==> run_1/layers.png <==
Drawn at 1.5 px/um. Two of the layers only.
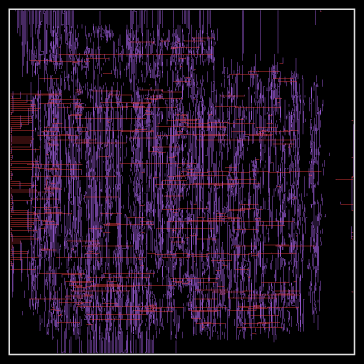
==> run_1/route_heat.png <==
Drawn at 1 px/um. The die is cut into 23 by 23 equal tiles; dark purple is low, yellow is high, scaled to the fullest tile. Values are wire area over tile area, all layers added.
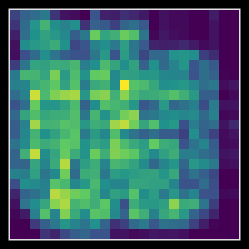
==> run_1/closeup.png <==
Region (100, 100) to (130, 130) um. Cells in gray, sequential cells in the stronger gray; small squares are vias.
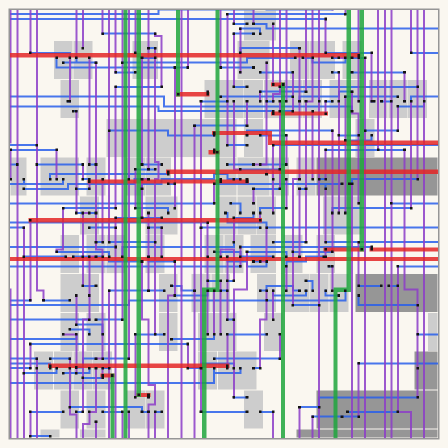
## src/rtl/rv_ctrl_pkg.sv

```systemverilog
// Shared constants and helpers for the control-transfer path: opcode classes,
// link-register identities and the RAS operation encoding.
package rv_ctrl_pkg;

   localparam int XLEN_DEF = 32;

   localparam logic [6:0] OPC_JAL    = 7'b1101111;
   localparam logic [6:0] OPC_JALR   = 7'b1100111;
   localparam logic [6:0] OPC_BRANCH = 7'b1100011;

   localparam logic [4:0] LINK_X1 = 5'd1;
   localparam logic [4:0] LINK_X5 = 5'd5;

   typedef enum logic [1:0] {
      RAS_NONE    = 2'b00,
      RAS_PUSH    = 2'b01,
      RAS_POP     = 2'b10,
      RAS_POPPUSH = 2'b11
   } ras_op_e;

   function automatic logic is_link(input logic [4:0] r);
      return (r == LINK_X1) || (r == LINK_X5);
   endfunction

endpackage

```

## src/rtl/ctrl_xfer_unit_if.sv

```systemverilog
// Decode-side request and PC/RAS result bundle of the control-transfer unit.
// slave is the unit itself, master is the decode/fetch side driving it.
interface ctrl_xfer_unit_if
   import rv_ctrl_pkg::*;
#(
   parameter int XLEN      = XLEN_DEF,
   parameter int RAS_DEPTH = 8,
   parameter int CNT_W     = 16
);
   logic                         stall;
   logic                         instr_valid;
   logic                         is_jal;
   logic                         is_jalr;
   logic                         is_branch;
   logic                         branch_taken;
   logic [4:0]                   rd;
   logic [4:0]                   rs1;
   logic [XLEN-1:0]              rs1_data;
   logic [XLEN-1:0]              imm;
   logic [XLEN-1:0]              pc;
   logic [XLEN-1:0]              next_pc;
   logic                         link_we;
   logic [4:0]                   link_rd;
   logic [XLEN-1:0]              link_data;
   logic                         ras_pred_vld;
   logic                         ras_pred_ok;
   logic [$clog2(RAS_DEPTH):0]   ras_count;
   logic                         ras_ovf;
   logic                         ras_unf;
   logic                         misalign_exc;
   logic [CNT_W-1:0]             jalr_cnt;
   logic [CNT_W-1:0]             ras_miss_cnt;

   modport slave (
      input  stall, instr_valid, is_jal, is_jalr, is_branch, branch_taken,
             rd, rs1, rs1_data, imm,
      output pc, next_pc, link_we, link_rd, link_data, ras_pred_vld,
             ras_pred_ok, ras_count, ras_ovf, ras_unf, misalign_exc,
             jalr_cnt, ras_miss_cnt
   );

   modport master (
      output stall, instr_valid, is_jal, is_jalr, is_branch, branch_taken,
             rd, rs1, rs1_data, imm,
      input  pc, next_pc, link_we, link_rd, link_data, ras_pred_vld,
             ras_pred_ok, ras_count, ras_ovf, ras_unf, misalign_exc,
             jalr_cnt, ras_miss_cnt
   );

endinterface

```

## src/rtl/ras_stack.sv

```systemverilog
// Circular return-address stack: a push at full silently replaces the oldest
// entry, a pop at empty leaves the stack untouched; both raise sticky flags.
module ras_stack
   import rv_ctrl_pkg::*;
#(
   parameter int XLEN  = XLEN_DEF,
   parameter int DEPTH = 8
) (
   input  logic                     clk,
   input  logic                     rst,
   input  logic                     push,
   input  logic                     pop,
   input  logic [XLEN-1:0]          push_data,
   output logic [XLEN-1:0]          top,
   output logic [$clog2(DEPTH):0]   count,
   output logic                     ovf,
   output logic                     unf
);
   localparam int PTR_W = $clog2(DEPTH);
   localparam logic [PTR_W:0] FULL_CNT = (PTR_W + 1)'(DEPTH);

   logic [XLEN-1:0]  mem [DEPTH];
   logic [PTR_W-1:0] sp;
   logic [PTR_W-1:0] sp_top;
   logic             empty;
   logic             full;
   ras_op_e          op;

   // sp is the next free slot; wrapping makes it also the oldest slot when full
   assign sp_top = sp - 1'b1;
   assign top    = mem[sp_top];
   assign empty  = (count == '0);
   assign full   = (count == FULL_CNT);

   always_comb begin
      op = RAS_NONE;
      case ({pop, push})
         2'b01:   op = RAS_PUSH;
         2'b10:   op = RAS_POP;
         2'b11:   op = RAS_POPPUSH;
         default: op = RAS_NONE;
      endcase
   end

   always_ff @(posedge clk) begin
      if (rst) begin
         sp    <= '0;
         count <= '0;
         ovf   <= 1'b0;
         unf   <= 1'b0;
      end else begin
         case (op)
            RAS_PUSH: begin
               sp <= sp + 1'b1;
               if (full) ovf   <= 1'b1;
               else      count <= count + 1'b1;
            end
            RAS_POP: begin
               if (empty) begin
                  unf <= 1'b1;
               end else begin
                  sp    <= sp_top;
                  count <= count - 1'b1;
               end
            end
            RAS_POPPUSH: begin
               // an empty pop is a no-op, so the push then lands as a plain push
               if (empty) begin
                  unf   <= 1'b1;
                  sp    <= sp + 1'b1;
                  count <= count + 1'b1;
               end
            end
            default: ;
         endcase
      end
   end

   always_ff @(posedge clk) begin
      case (op)
         RAS_PUSH:    mem[sp] <= push_data;
         RAS_POPPUSH: begin
            if (empty) mem[sp]     <= push_data;
            else       mem[sp_top] <= push_data;
         end
         default: ;
      endcase
   end

endmodule

```

## src/rtl/ctrl_xfer_unit.sv

```systemverilog
// PC owner: resolves JAL/JALR/branch targets, drives the rd link write and
// predicts JALR returns with a return-address stack plus miss statistics.
module ctrl_xfer_unit
   import rv_ctrl_pkg::*;
#(
   parameter int              XLEN        = XLEN_DEF,
   parameter int              RAS_DEPTH   = 8,
   parameter logic [XLEN-1:0] PC_RESET    = '0,
   parameter int              ALIGN_CHECK = 0,
   parameter int              CNT_W       = 16
) (
   input  logic               clk,
   input  logic               rst,
   ctrl_xfer_unit_if.slave    bus
);
   logic [XLEN-1:0]  pc_p0;
   logic [XLEN-1:0]  pc_plus4;
   logic [XLEN-1:0]  rel_tgt;
   logic [XLEN-1:0]  jalr_sum;
   logic [XLEN-1:0]  jalr_tgt;
   logic [XLEN-1:0]  nxt_pc;
   logic             xfer;
   logic             misalign;
   logic             advance;
   logic             rd_link;
   logic             rs1_link;
   logic             push_req;
   logic             pop_req;
   logic             pred_vld;
   logic             pred_ok;
   logic [XLEN-1:0]  ras_top;
   logic [$clog2(RAS_DEPTH):0] ras_cnt;
   logic [CNT_W-1:0] jalr_cnt_p0;
   logic [CNT_W-1:0] miss_cnt_p0;

   function automatic logic [CNT_W-1:0] sat_inc(input logic [CNT_W-1:0] c);
      return (&c) ? c : c + 1'b1;
   endfunction

   assign pc_plus4 = pc_p0 + XLEN'(4);
   assign rel_tgt  = pc_p0 + bus.imm;
   assign jalr_sum = bus.rs1_data + bus.imm;
   assign jalr_tgt = jalr_sum & ~XLEN'(1);

   always_comb begin
      nxt_pc = pc_p0;
      if (bus.instr_valid) begin
         if (bus.is_jal)                           nxt_pc = rel_tgt;
         else if (bus.is_jalr)                     nxt_pc = jalr_tgt;
         else if (bus.is_branch && bus.branch_taken) nxt_pc = rel_tgt;
         else                                      nxt_pc = pc_plus4;
      end
   end

   // only redirected targets can be misaligned; pc+4 keeps an aligned pc aligned
   assign xfer     = bus.instr_valid &
                     (bus.is_jal | bus.is_jalr | (bus.is_branch & bus.branch_taken));
   assign misalign = (ALIGN_CHECK != 0) && xfer && nxt_pc[1];
   assign advance  = bus.instr_valid & ~bus.stall & ~misalign;

   assign rd_link  = is_link(bus.rd);
   assign rs1_link = is_link(bus.rs1);
   assign push_req = bus.instr_valid & (bus.is_jal | bus.is_jalr) & rd_link;
   assign pop_req  = bus.instr_valid & bus.is_jalr & rs1_link &
                     ~(rd_link && (bus.rd == bus.rs1));
   assign pred_vld = pop_req & (ras_cnt != '0);
   assign pred_ok  = pred_vld & (ras_top == jalr_tgt);

   ras_stack #(
      .XLEN      (XLEN),
      .DEPTH     (RAS_DEPTH)
   ) u_ras (
      .clk       (clk),
      .rst       (rst),
      .push      (push_req & advance),
      .pop       (pop_req & advance),
      .push_data (pc_plus4),
      .top       (ras_top),
      .count     (ras_cnt),
      .ovf       (bus.ras_ovf),
      .unf       (bus.ras_unf)
   );

   // ---- p0: architectural PC and statistics ----
   always_ff @(posedge clk) begin
      if (rst) begin
         pc_p0       <= PC_RESET;
         jalr_cnt_p0 <= '0;
         miss_cnt_p0 <= '0;
      end else if (advance) begin
         pc_p0 <= nxt_pc;
         if (bus.is_jalr)          jalr_cnt_p0 <= sat_inc(jalr_cnt_p0);
         if (pop_req && !pred_ok)  miss_cnt_p0 <= sat_inc(miss_cnt_p0);
      end
   end

   assign bus.pc           = pc_p0;
   assign bus.next_pc      = nxt_pc;
   assign bus.link_we      = bus.instr_valid & (bus.is_jal | bus.is_jalr) & (bus.rd != 5'd0);
   assign bus.link_rd      = bus.rd;
   assign bus.link_data    = pc_plus4;
   assign bus.ras_pred_vld = pred_vld;
   assign bus.ras_pred_ok  = pred_ok;
   assign bus.ras_count    = ras_cnt;
   assign bus.misalign_exc = misalign;
   assign bus.jalr_cnt     = jalr_cnt_p0;
   assign bus.ras_miss_cnt = miss_cnt_p0;

endmodule

```

## src/flat_wrapper.sv

```systemverilog
// flat-port wrapper written by rule: the top's interface ports become plain ports
module ctrl_xfer_unit_flat import rv_ctrl_pkg::*;
#(
   parameter int              XLEN        = XLEN_DEF,
   parameter int              RAS_DEPTH   = 8,
   parameter logic [XLEN-1:0] PC_RESET    = '0,
   parameter int              ALIGN_CHECK = 0,
   parameter int              CNT_W       = 16
)
  (clk, rst, bus_stall, bus_instr_valid, bus_is_jal, bus_is_jalr, bus_is_branch, bus_branch_taken, bus_rd, bus_rs1, bus_rs1_data, bus_imm, bus_pc, bus_next_pc, bus_link_we, bus_link_rd, bus_link_data, bus_ras_pred_vld, bus_ras_pred_ok, bus_ras_count, bus_ras_ovf, bus_ras_unf, bus_misalign_exc, bus_jalr_cnt, bus_ras_miss_cnt);
  ctrl_xfer_unit_if #(.XLEN(XLEN), .RAS_DEPTH(RAS_DEPTH), .CNT_W(CNT_W)) bus_i ();
  input  logic clk;
  input  logic rst;
  input wire logic [$bits(bus_i.stall)-1:0] bus_stall;
  input wire logic [$bits(bus_i.instr_valid)-1:0] bus_instr_valid;
  input wire logic [$bits(bus_i.is_jal)-1:0] bus_is_jal;
  input wire logic [$bits(bus_i.is_jalr)-1:0] bus_is_jalr;
  input wire logic [$bits(bus_i.is_branch)-1:0] bus_is_branch;
  input wire logic [$bits(bus_i.branch_taken)-1:0] bus_branch_taken;
  input wire logic [$bits(bus_i.rd)-1:0] bus_rd;
  input wire logic [$bits(bus_i.rs1)-1:0] bus_rs1;
  input wire logic [$bits(bus_i.rs1_data)-1:0] bus_rs1_data;
  input wire logic [$bits(bus_i.imm)-1:0] bus_imm;
  output wire logic [$bits(bus_i.pc)-1:0] bus_pc;
  output wire logic [$bits(bus_i.next_pc)-1:0] bus_next_pc;
  output wire logic [$bits(bus_i.link_we)-1:0] bus_link_we;
  output wire logic [$bits(bus_i.link_rd)-1:0] bus_link_rd;
  output wire logic [$bits(bus_i.link_data)-1:0] bus_link_data;
  output wire logic [$bits(bus_i.ras_pred_vld)-1:0] bus_ras_pred_vld;
  output wire logic [$bits(bus_i.ras_pred_ok)-1:0] bus_ras_pred_ok;
  output wire logic [$bits(bus_i.ras_count)-1:0] bus_ras_count;
  output wire logic [$bits(bus_i.ras_ovf)-1:0] bus_ras_ovf;
  output wire logic [$bits(bus_i.ras_unf)-1:0] bus_ras_unf;
  output wire logic [$bits(bus_i.misalign_exc)-1:0] bus_misalign_exc;
  output wire logic [$bits(bus_i.jalr_cnt)-1:0] bus_jalr_cnt;
  output wire logic [$bits(bus_i.ras_miss_cnt)-1:0] bus_ras_miss_cnt;
  assign bus_i.stall = bus_stall;
  assign bus_i.instr_valid = bus_instr_valid;
  assign bus_i.is_jal = bus_is_jal;
  assign bus_i.is_jalr = bus_is_jalr;
  assign bus_i.is_branch = bus_is_branch;
  assign bus_i.branch_taken = bus_branch_taken;
  assign bus_i.rd = bus_rd;
  assign bus_i.rs1 = bus_rs1;
  assign bus_i.rs1_data = bus_rs1_data;
  assign bus_i.imm = bus_imm;
  assign bus_pc = bus_i.pc;
  assign bus_next_pc = bus_i.next_pc;
  assign bus_link_we = bus_i.link_we;
  assign bus_link_rd = bus_i.link_rd;
  assign bus_link_data = bus_i.link_data;
  assign bus_ras_pred_vld = bus_i.ras_pred_vld;
  assign bus_ras_pred_ok = bus_i.ras_pred_ok;
  assign bus_ras_count = bus_i.ras_count;
  assign bus_ras_ovf = bus_i.ras_ovf;
  assign bus_ras_unf = bus_i.ras_unf;
  assign bus_misalign_exc = bus_i.misalign_exc;
  assign bus_jalr_cnt = bus_i.jalr_cnt;
  assign bus_ras_miss_cnt = bus_i.ras_miss_cnt;
  ctrl_xfer_unit #(.XLEN(XLEN), .RAS_DEPTH(RAS_DEPTH), .PC_RESET(PC_RESET), .ALIGN_CHECK(ALIGN_CHECK), .CNT_W(CNT_W)) u_core (.clk(clk), .rst(rst), .bus(bus_i));
endmodule
```

## config.mk

```make
export PLATFORM = sky130hd
export DESIGN_NAME = ctrl_xfer_unit_flat
export DESIGN_NICKNAME = d
export VERILOG_FILES = /design/src/rtl/rv_ctrl_pkg.sv /design/src/rtl/ctrl_xfer_unit_if.sv /design/src/rtl/ras_stack.sv /design/src/rtl/ctrl_xfer_unit.sv /design/src/flat_wrapper.sv
export SDC_FILE = /design/constraint.sdc
export NUM_CORES = 1
export LEC_CHECK = 0
export ABC_AREA = 1
export CAP_MARGIN = 20
export CORE_MARGIN = 8
export CORE_UTILIZATION = 44
export DETAILED_ROUTE_END_ITERATION = 16
export GPL_TIMING_DRIVEN = 1
export PLACE_DENSITY = 0.68
export SYNTH_ARGS = -nofsm -noshare
export SYNTH_HDL_FRONTEND = slang
export SYNTH_SLANG_ARGS = --single-unit
```

## constraint.sdc

```tcl
create_clock -name clk -period 8.1 [get_ports clk]
set_clock_uncertainty 0.2 [all_clocks]
set_input_delay 1.62 -clock clk [delete_from_list [all_inputs] [get_ports clk]]
set_output_delay 1.62 -clock clk [all_outputs]
set_load 0.01 [all_outputs]
```

==> impl_metrics.ini, run 1 <==
; flow metrics
[sta]
hold_ws_ps = 273
layout_worst_path_cycle_share_pct = 88.1
layout_min_cycle_time_ps = 7130
final-hold-violation-count = 0
final_max_slew_viol_count = 0

[outcome]
status = finished, final reports clean

[logic_synthesis]
ys_ff = 329
yosys.cell_types.count = 52
fp_nets = 2724
synth_area_per_cell_um2 = 7.77

[floorplan]
die_h_um = 229
rows = 78
coreArea_um2 = 45100
initCoreUtil_pct = 44.3

[clock_tree]
clkTransAtPathRegs_ps = 50
postCtsSetupBuffers = 0

[grt]
antenna_found_initial = 0

[power]
power.density_nw_per_um2 = 177

[worst_setup_path]
path_max_fanout = 4
worstPathCellList = clkdlybuf4s50_1 > ha_1 > nand2_1 > nand2_1 > o21ai_0 > o21ai_0 > a21boi_0 > o21bai_1 > nand4_1 > a21oi_1 > nor2_1 > nand2_1 > nand2_1 > inv_1 > nand2_1 > nand2_1 > clkdlybuf4s50_1
slowest_stage = clkdlybuf4s50_1

[routing]
viasPerCell = 5.52
dr.pass1.iters = 6

[final_layout]
fin_cells = 3406
Back to the opening pictures, layers.png:
color	layer	wire length
red	M3	4,940 um
purple	M2	31.4 mm
Vias: 18,800
gr usage total: 25.6%
Post-Route WL: 69.6 mm
drt wl/cell: 20.4 um

Back to the opening pictures, route_heat.png:
fullest tile	0.53
mean over tiles	0.21
emptiest ninth of the die	north-east
tiles over half the peak	39%

Back to the opening pictures, closeup.png:
color	layer
green	M4
purple	M2
red	M3
blue	M1
netlist names of flops here include	`u_core.u_ras.mem` (3)
cells with their middle in the window	73
most frequent	nand2_1 (34), nor2_1 (10), inv_1 (8)
sequential cells in the window	3

==> run 1: where the power goes <==
group	switching, mW	total [mW]	internal (mW)	leakage [nW]
Clock	0.653	1.57	0.916	0.545
Sequential	0.0247	1.86	1.84	2.94
Combinational	0.527	0.828	0.300	6.51
Total	1.21	4.26	3.05	9.99
==> run 1: state kept, by name, indices dropped and copies added (netlist names) <==
| signal | flops |
|---|---|
| u_core.bus.jalr_cnt | 16 |
| u_core.bus.pc | 32 |
| u_core.bus.ras_miss_cnt | 16 |
| u_core.u_ras.count | 4 |
| u_core.u_ras.mem | 256 |
| u_core.u_ras.ovf | 1 |
| u_core.u_ras.sp | 3 |
| u_core.u_ras.unf | 1 |
==> run 1: path summary, 6_finish.rpt <==
path / start / to / slack, ps
max: bus_imm[1] / bus_next_pc[27] / 970
min: u_core.u_ras.ovf / u_core.u_ras.ovf / 270
max reg2reg: u_core.u_ras.sp[1] / u_core.bus.ras_miss_cnt[12] / 3860
min reg2reg: u_core.u_ras.ovf / u_core.u_ras.ovf / 270
==> run 1: tightest hold or removal path: cells and delay by family (launching register included) <==
kind,cells,cell delay [ps]
AND-OR/OR-AND,1,60
buffers and inverters,1,50
flip-flops,1,310
==> run 1: metal layers <==
metal	global-route usage, %	routed length [um]	up-vias	part of all wire, %
li1	-	-	9061	-
met1	36.3	31700	8916	46
met2	40.7	31400	720	45
met3	3.77	4940	94	7.1
met4	6.73	1590	0	2.3
met5	0	0	-	0
==> run 1: cell type report <==
type	count	area, um^2	area share [%]
inverters	274	1030	4.28
clock inverters	14	128	0.531
clock buffers	47	982	4.08
repair buffers	265	2570	10.7
flip-flops and latches	329	9150	38.0
well taps	600	751	3.12
multi-input cells	1877	9440	39.2
==> run 1: cell families (layout without fill, tap and decap cells) <==
logic type / count (synthesis) / count (layout) / share of synthesized area (%)
and+or+nand+nor: 1342 / 1342 / 28.2
AOI/OAI and AO/OA: 400 / 400 / 11.4
buffers and inverters: 365 / 600 / 7.31
DFF: 329 / 329 / 45.8
adders and majority gates: 71 / 71 / 4.56
xor gates and xnor gates: 63 / 63 / 2.80
other: 1 / 1 / 0.0188
==> run 1: synthesized netlist by cell type (18+ instances only) <==
cell type  number
nand3_1       240
clkbuf_1       39
inv_1         269
a21oi_1       165
nor3_1         38
nand4_1        23
dfxtp_1        73
ha_1           68
nor2_1        185
a31oi_1        18
xor2_1         47
buf_2          34
o21ai_0       138
nand2_1       805
a32o_1         21
edfxtp_1      256
==> run_1/placed.png <==
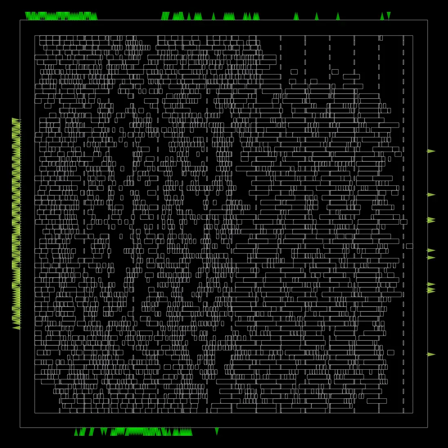

==> run 2: changes to the inputs <==
- CAP_MARGIN: 20 -> 25
==> run_2/placed.png <==
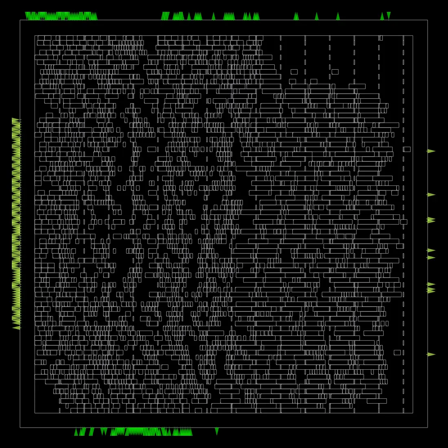
core area: 45,100 um^2
# Taps: 600
final non-filler cell total: 3,417
Seq area share: 37.9%
Fillers: 4,205

==> run_2/route_heat.png <==
Drawn at 1 px/um. The die is cut into 23 by 23 equal tiles; dark purple is low, yellow is high, scaled to the fullest tile. Values are wire area over tile area, all layers added.
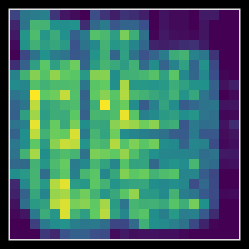
fullest tile	0.50
nearly empty tiles	9.1%
tiles over half the peak	44%
mean over tiles	0.22
emptiest ninth of the die	north-east
Post-Route WL: 70.0 mm
drt wl/cell: 20.5 um
Vias: 18,900

==> run 2 against run 1 <==
Effect of this change: die size did not move; clock power barely moved; maximum frequency fell by 0.87%; combinational power is 0.5% higher; critical path type unchanged; largest power group unchanged.
==> impl_metrics.ini, run 2 <==
; flow metrics
[sta]
layout_min_cycle_time_ps = 7190
layout_worst_path_cycle_share_pct = 88.8
final_max_slew_viol_count = 0
final-hold-violation-count = 0
hold_ws_ps = 265

[logic_synthesis]
ys_ff = 329
yosys.cell_types.count = 52
edf_count = 256
synth.most_common_cell = nand2_1
fp_nets = 2724

[worst_setup_path]
slowest_stage = clkdlybuf4s50_1
reg2reg_from = u_core.u_ras.sp[1]
slowest_delay_ps = 590
crit_start = bus_imm[1]
path_max_fanout = 3

[outcome]
status = finished, final reports clean

[final_layout]
regMostFlops = u_core.u_ras.mem
logic_area_um2 = 9440
regArea_um2 = 9150
largest_register_ff_count = 256

[clock_tree]
cts_buffers = 37
postCtsSetupBuffers = 0
clkTransAtPathRegs_ps = 60

[grt]
track_usage_pct = 25.7
antenna_found_initial = 1

[routing]
dr_wl_met2_mm = 31.5
dr.pass1.iters = 5
wl_met3_mm = 5.44
viasPerCell = 5.53

[floorplan]
initCoreUtil_pct = 44.3
rows = 78

[power]
power.density_nw_per_um2 = 177
-- run 2: cell counts after synthesis --
Identical to the previous run, type by type.
-- run 2: worst max-delay path, delay by kind of cell --
kind	cells	cell delay, ps
buffers and inverters	4	1320
adder cells (fa/ha/maj)	1	460
AND/OR/NAND/NOR	11	1970
-- run 2: worst paths after layout --
check / end / slack, ps / cells after the start
worst min register to register: u_core.u_ras.ovf / 260 / 2
worst max register to register: u_core.bus.ras_miss_cnt[4] / 3790 / 18
worst max-delay path: bus_ras_pred_ok / 910 / 16
worst min-delay path: u_core.u_ras.ovf / 260 / 2
-- run 2: routing by layer --
layer / GRT usage, % / vias to the layer above
met5: 0 / -
met4: 7.11 / 0
met3: 3.92 / 92
met2: 40.4 / 762
met1: 36.4 / 8952
li1: - / 9096
-- run 2: area by class of cell --
class                      instances  share of cell area (%)
tap                              600                    3.11
multi-input combinational       1877                    39.1
inverter                         274                    4.27
clock inverter                    15                   0.534
timing repair buffer             273                    10.9
sequential                       329                    37.9
clock buffer                      49                    4.15
-- run 2: stage by stage --
| stage | worst slack, ps | cell area, um^2 | utilization (%) |
|---|---|---|---|
| 3_5_place_dp | 1020 | 22900 | 50.9 |
| 4_1_cts | 1020 | 24100 | 53.4 |
| 2_1_floorplan | 2680 | 20000 | - |
| 3_3_place_gp | 1020 | 22900 | 50.8 |
| 5_1_grt | 699 | 24100 | 53.5 |
| 6_report | 905 | 24100 | 53.5 |
-- run 2: power by group --
group	internal [mW]	switching (mW)
clock network	0.906	0.683
registers	1.84	0.0253
logic	0.304	0.528
total	3.05	1.24
-- run 2: cell families (layout without fill, tap and decap cells) --
kind of cell / Yosys count / count (layout) / share of synthesized area (%)
AND/OR/NAND/NOR: 1342 / 1342 / 28.2
AND-OR/OR-AND: 400 / 400 / 11.4
buffers and inverters: 365 / 611 / 7.31
flip-flops: 329 / 329 / 45.8
adder cells (fa/ha/maj): 71 / 71 / 4.56
XOR/XNOR: 63 / 63 / 2.80
other: 1 / 1 / 0.0188
==> run_2/gates.png <==
Drawn at 1.5 px/um.
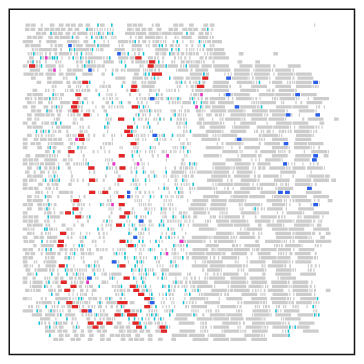

==> run 3: changes to the inputs <==
--- a/config.mk
+++ b/config.mk
@@ -13,4 +13,5 @@
 export GPL_TIMING_DRIVEN = 1
 export PLACE_DENSITY = 0.68
+export SLEW_MARGIN = 5
 export SYNTH_ARGS = -nofsm -noshare
 export SYNTH_HDL_FRONTEND = slang
==> constraint.sdc (replaced) <==
create_clock -name clk -period 8.1 [get_ports clk]
set_clock_uncertainty 0.2 [all_clocks]
set_input_delay 2.025 -clock clk [delete_from_list [all_inputs] [get_ports clk]]
set_output_delay 2.025 -clock clk [all_outputs]
set_load 0.01 [all_outputs]
==> run_3/gates.png <==
Drawn at 1.5 px/um.
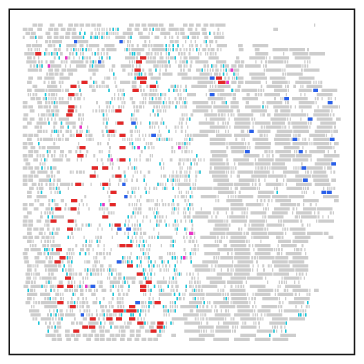
color	family	cells	most used
red	fa/ha/maj cells	71	ha_1
blue	non-inverting ao/oa cells	29	a32o_1
magenta	and/or cells	12	or2_2
cyan	inv cells	274	inv_1

==> run 3 against run 2 <==
Effect of this change: sequential power is essentially flat; die size is the same; clock-buffer cell count shrank 1; critical path depth grew 2; synthesized cell count is the same; setup slack lost 700 ps.
==> impl_metrics.ini, run 3 <==
; flow metrics
[clock_tree]
clkTransAtPathRegs_ps = 60
cts_buffers = 37
ctsResizeCount = 0

[power]
switching_share_pct = 29.0
pwr-share-clk_pct = 37.5
power_frac_seq_pct = 43.0
p_int_mw = 3.08
power.density_nw_per_um2 = 179
p_sw_mw = 1.26

[outcome]
status = finished, final reports clean

[final_layout]
fillCellCount = 4333
largest_register_ff_count = 256
fin_cells = 3429
regArea_um2 = 9150
logic_area_um2 = 9440
stdcell_area_um2 = 24200
finish.utilization_pct = 53.7
regMostFlops = u_core.u_ras.mem

[sta]
fmax_mhz = 127
final_max_slew_viol_count = 0
layout_worst_path_cycle_share_pct = 97.5
layout_min_cycle_time_ps = 7900
tns_ps = 0
final-hold-violation-count = 0

[logic_synthesis]
fa_ha_area_share_pct = 4.56
fp_nets = 2724
synthTopCellsByCount = 805 x nand2_1, 269 x inv_1, 256 x edfxtp_1
synth_area_per_cell_um2 = 7.77
ys_ff = 329
synth.most_common_cell = nand2_1
xor_share_pct = 2.80
yosys.cell_types.count = 52
logic_family = simple AND/OR/NAND/NOR gates
synth.cellmix.compoundShare_pct = 11.4
mux_area_share_pct = 0
simple_gate_area_share_pct = 28.2

[worst_setup_path]
slowest_stage = clkdlybuf4s50_1
path_max_fanout = 6
worstPathCellList = clkdlybuf4s50_1 > ha_1 > nand2_1 > inv_1 > nand3_1 > nand3_1 > nand2_1 > nand2_1 > nand2_1 > nand2_1 > nand2_1 > nand2_1 > or3b_2 > nor3_1 > buf_4 > nand4_1 > nor2_1 > clkdlybuf4s50_1
slowest_delay_ps = 580
worst-path-buf-inv = 4

[routing]
viasPerCell = 5.55

[grt]
antenna_found_initial = 0

[floorplan]
rows = 78
coreArea_um2 = 45100
initCoreUtil_pct = 44.3
==> run_3/layers.png <==
Drawn at 1.5 px/um. Two of the layers only.
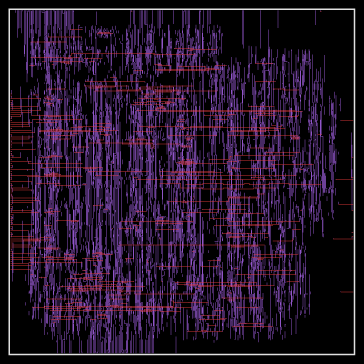
color	layer	wire length
purple	M2	32.4 mm
red	M3	5,660 um
drt wl/cell: 21.0 um
Post-Route WL: 71.8 mm
gr usage total: 26.4%
Vias: 19,000

[run 3: cell counts after synthesis]
No cell type changed its count.
[run 3: cell type report]
cell class                 instances  share of cell area, %
clock buffer                      48                   4.08
sequential                       329                   37.8
inverter                         274                   4.25
tap                              600                   3.10
clock inverter                    18                  0.697
multi-input combinational       1877                   39.0
timing repair buffer             283                   11.1
[run 3: metrics by stage]
stage	hold WS, ps	setup slack, ps
after global routing	264	41.8
after detailed placement	248	227
final	252	203
after floorplan	271	1870
after global placement	242	256
after CTS	257	212
[run 3: power by group through the flow]
| stage | registers [mW] | clock network (mW) | logic, mW |
|---|---|---|---|
| after floorplan | 1.89 | 0 | 0.465 |
| after global placement | 1.90 | 0 | 0.815 |
| after detailed placement | 1.90 | 0 | 0.822 |
| after CTS | 1.86 | 1.65 | 0.828 |
| after global routing | 1.86 | 1.71 | 0.922 |
| final | 1.86 | 1.63 | 0.846 |
[run 3: per-layer routing]
metal | wire (um) | global-route usage (%) | up-vias
met5 | 0 | 0 | -
met4 | 1790 | 7.77 | 0
met3 | 5660 | 4.70 | 101
met2 | 32400 | 41.9 | 785
met1 | 32000 | 36.6 | 9074
li1 | - | - | 9088
[run 3: tightest hold or removal path: cells and delay by family, from the launching register on]
kind                   cells  cell delay (ps)
flip-flops                 1              310
buffers and inverters      1               50
AND-OR/OR-AND              1               50
[run 3: final timing paths]
kind	slack (ps)	cells after the start	start	endpoint
max	200	18	bus_imm[3]	bus_ras_pred_ok
min reg2reg	250	2	u_core.u_ras.ovf	u_core.u_ras.ovf
max reg2reg	3930	17	u_core.u_ras.sp[1]	u_core.bus.ras_miss_cnt[8]
min	250	2	u_core.u_ras.ovf	u_core.u_ras.ovf
[run 3: cells by family after synthesis]
kind of cell               count (synthesis)
other                                      1
adders and majority gates                 71
xor gates and xnor gates                  63
AOI/OAI and AO/OA                        400
DFF                                      329
and+or+nand+nor                         1342
buffers and inverters                    365
No activity file was given, so power comes from the tool's default toggle rates.
